Figure 1. Pin map.
Pins as bars across the die edge, other pins in gray.
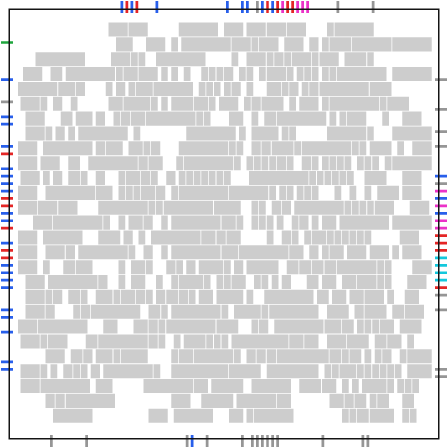
Figure 2. Routing congestion.
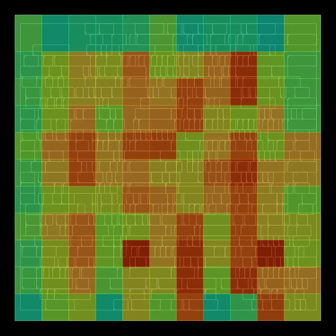
Figure 3. Sequential cells colored by netlist name.
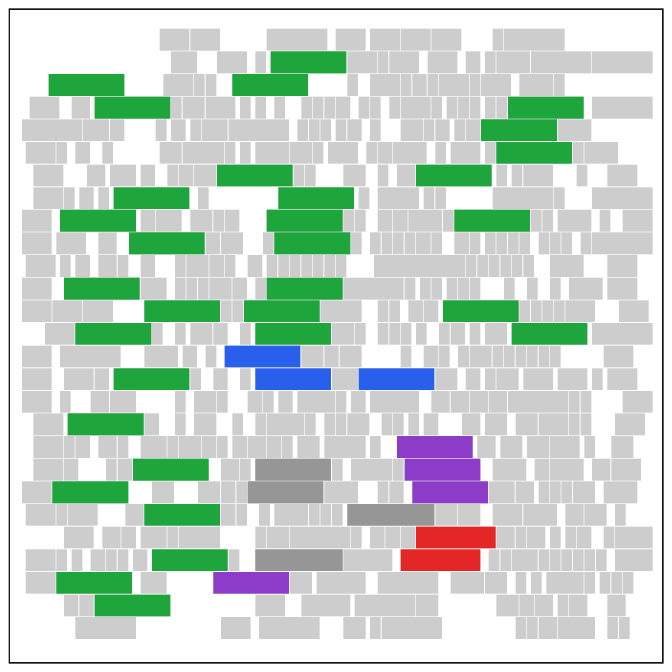
Figure 4. Clock distribution.
Scale bar: 20 um.
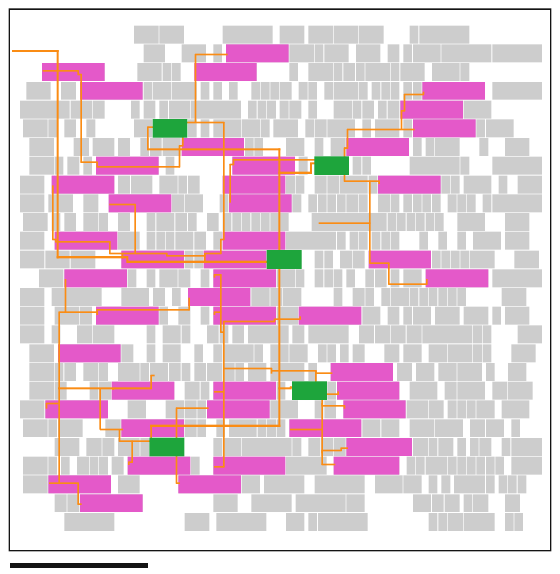
$ cat src/rtl/reg_xfer_arbiter.sv
// Round-robin arbiter that captures one of four register values and streams it
// LSB-first as BUS_W-bit beats over a valid/ready interface.
module reg_xfer_arbiter #(
  parameter int unsigned W0    = 8,
  parameter int unsigned W1    = 16,
  parameter int unsigned W2    = 4,
  parameter int unsigned W3    = 32,
  parameter int unsigned BUS_W = 8
) (
  input  logic             clk,
  input  logic             rst_n,
  input  logic [3:0]       req_i,
  input  logic [W0-1:0]    data0_i,
  input  logic [W1-1:0]    data1_i,
  input  logic [W2-1:0]    data2_i,
  input  logic [W3-1:0]    data3_i,
  output logic [3:0]       gnt_o,
  output logic [3:0]       done_o,
  output logic             out_valid_o,
  input  logic             out_ready_i,
  output logic [BUS_W-1:0] out_data_o,
  output logic [1:0]       out_ch_o,
  output logic             out_last_o,
  output logic             busy_o
);

  localparam int unsigned B0   = (W0 + BUS_W - 1) / BUS_W;
  localparam int unsigned B1   = (W1 + BUS_W - 1) / BUS_W;
  localparam int unsigned B2   = (W2 + BUS_W - 1) / BUS_W;
  localparam int unsigned B3   = (W3 + BUS_W - 1) / BUS_W;
  localparam int unsigned B01  = (B0 > B1) ? B0 : B1;
  localparam int unsigned B23  = (B2 > B3) ? B2 : B3;
  localparam int unsigned MAXB = (B01 > B23) ? B01 : B23;
  localparam int unsigned SHW  = MAXB * BUS_W;
  localparam int unsigned CW   = $clog2(MAXB + 1);

  localparam logic [1:0] ST_IDLE = 2'd0;
  localparam logic [1:0] ST_SEND = 2'd1;
  localparam logic [1:0] ST_DONE = 2'd2;

  logic [1:0]     state;
  logic [1:0]     rr_ptr;
  logic [SHW-1:0] shift;
  logic [CW-1:0]  beats_left;

  logic [1:0]     pick;
  logic           found;
  logic [1:0]     idx;
  logic [SHW-1:0] cap;
  logic [CW-1:0]  pick_beats;

  // Search starts one past the last winner so every requester gets a turn.
  always_comb begin
    pick  = '0;
    found = 1'b0;
    idx   = '0;
    for (int unsigned i = 1; i <= 4; i++) begin
      idx = rr_ptr + 2'(i);
      if (!found && req_i[idx]) begin
        pick  = idx;
        found = 1'b1;
      end
    end
  end

  always_comb begin
    cap        = '0;
    pick_beats = '0;
    case (pick)
      2'd0: begin cap[W0-1:0] = data0_i; pick_beats = CW'(B0); end
      2'd1: begin cap[W1-1:0] = data1_i; pick_beats = CW'(B1); end
      2'd2: begin cap[W2-1:0] = data2_i; pick_beats = CW'(B2); end
      default: begin cap[W3-1:0] = data3_i; pick_beats = CW'(B3); end
    endcase
  end

  always_ff @(posedge clk or negedge rst_n) begin
    if (!rst_n) begin
      state      <= ST_IDLE;
      rr_ptr     <= 2'd3;
      shift      <= '0;
      beats_left <= '0;
      out_ch_o   <= '0;
      gnt_o      <= '0;
    end else begin
      gnt_o <= '0;
      case (state)
        ST_IDLE: begin
          if (found) begin
            shift      <= cap;
            beats_left <= pick_beats;
            rr_ptr     <= pick;
            out_ch_o   <= pick;
            gnt_o      <= 4'b0001 << pick;
            state      <= ST_SEND;
          end
        end
        ST_SEND: begin
          if (out_ready_i) begin
            shift      <= shift >> BUS_W;
            beats_left <= beats_left - CW'(1);
            if (beats_left == CW'(1)) state <= ST_DONE;
          end
        end
        ST_DONE: state <= ST_IDLE;
        default: state <= ST_IDLE;
      endcase
    end
  end

  assign out_valid_o = (state == ST_SEND);
  assign busy_o      = (state == ST_SEND);
  assign out_data_o  = out_valid_o ? shift[BUS_W-1:0] : '0;
  assign out_last_o  = out_valid_o && (beats_left == CW'(1));
  assign done_o      = (state == ST_DONE) ? (4'b0001 << out_ch_o) : 4'b0000;

endmodule

$ cat config.mk
export PLATFORM = sky130hd
export DESIGN_NAME = reg_xfer_arbiter
export DESIGN_NICKNAME = d
export VERILOG_FILES = /design/src/rtl/reg_xfer_arbiter.sv
export SDC_FILE = /design/constraint.sdc
export NUM_CORES = 1
export LEC_CHECK = 0
export ABC_AREA = 1
export CORE_UTILIZATION = 49
export CTS_BUF_LIST = sky130_fd_sc_hd__clkbuf_4 sky130_fd_sc_hd__clkbuf_8
export CTS_CLUSTER_DIAMETER = 60
export DETAILED_ROUTE_END_ITERATION = 10
export HOLD_SLACK_MARGIN = 0.06
export PLACE_DENSITY_LB_ADDON = 0.2
export SKIP_LAST_GASP = 1
export SLEW_MARGIN = 20
export SYNTH_ARGS = -nofsm -noshare
export SYNTH_HDL_FRONTEND = slang
export SYNTH_SLANG_ARGS = --single-unit
$ cat constraint.sdc
create_clock -name clk -period 2.5 [get_ports clk]
set_clock_uncertainty 0.1 [all_clocks]
set_input_delay 0.75 -clock clk [delete_from_list [all_inputs] [get_ports clk]]
set_output_delay 0.75 -clock clk [all_outputs]
set_load 0.1 [all_outputs]
==> flow_metrics.py <==
# Physical implementation metrics
metrics = {
    "outcome": {
        "status": "completed",
    },
    "clock_network": {
        "clk_pin_slew_ns": 0.09,
        "ctsResizeCount": 2,
        "root_buffer": "clkbuf_8",
    },
    "cells_and_area": {
        "area_growth_syn_to_layout_pct": 54.1,
        "largest_reg_flops": 32,
        "seq_share_pct": 25.8,
        "fin_area_um2": 4400,
        "clock_area_share_pct": 2.73,
        "ff_count": 45,
    },
    "final_timing": {
        "max_freq_ghz": 0.417,
        "finalMaxSlewViolations": 0,
        "setup_slack_ns": 0.100,
    },
    "critical_path": {
        "reg2reg_depth": 16,
        "crit_path_cell_trace": "inv_2, nand2_1, nand2_1, nand2_1, nand2_1, inv_1, nand3_2, nand3_2, nand2_4, nor2_8, buf_6, nand3_1, nand2_1, inv_1, nand2_1, nand2_1",
    },
    "routing": {
        "first_pass_iters": 5,
    },
    "synth": {
        "xor_share_pct": 0.306,
        "ys_ff": 45,
        "ys_cells": 413,
        "syn-num-nets": 482,
    },
    "floorplanning": {
        "dieArea_um2": 6140,
        "dieHeight_um": 78.4,
    },
    "global_route": {
        "gr-usage-met1_pct": 33.2,
        "gr-total-overflow": 0,
        "grt_pass1_wl_um": 12600,
    },
}
## Picture notes: Figure 1
Key: `data1_i` = red [pins 16, direction input, edge 6 left, 6 top, 4 right]; `clk` = green [pins 1, direction input, edge left]; `data2_i` = cyan [pins 4, direction input, edge right]; `data0_i` = magenta [pins 8, direction input, edge 4 right, 4 top]; `data3_i` = blue [pins 32, direction input, edge 20 left, 8 top, 3 right, 1 bottom]

## Picture notes: Figure 2
met3 Track Usage GR: 4.30%
All-Layer GR Usage: 26.1%
met2 usage: 45.6%

## Picture notes: Figure 3
Key: `beats_left` = blue [flops 3]; `rr_ptr` = red [flops 2]; `shift` = green [flops 32, where all over the die]; `gnt_o` = purple [flops 4]
sequential cell area: 1140 um^2

## Picture notes: Figure 4
Key: clock-net drivers = green [count 5]; flip-flops = magenta [count 45]; clock wires = orange [length 592 um]
There are 6 routed clock nets.
clk latency late pin: 0.30 ns

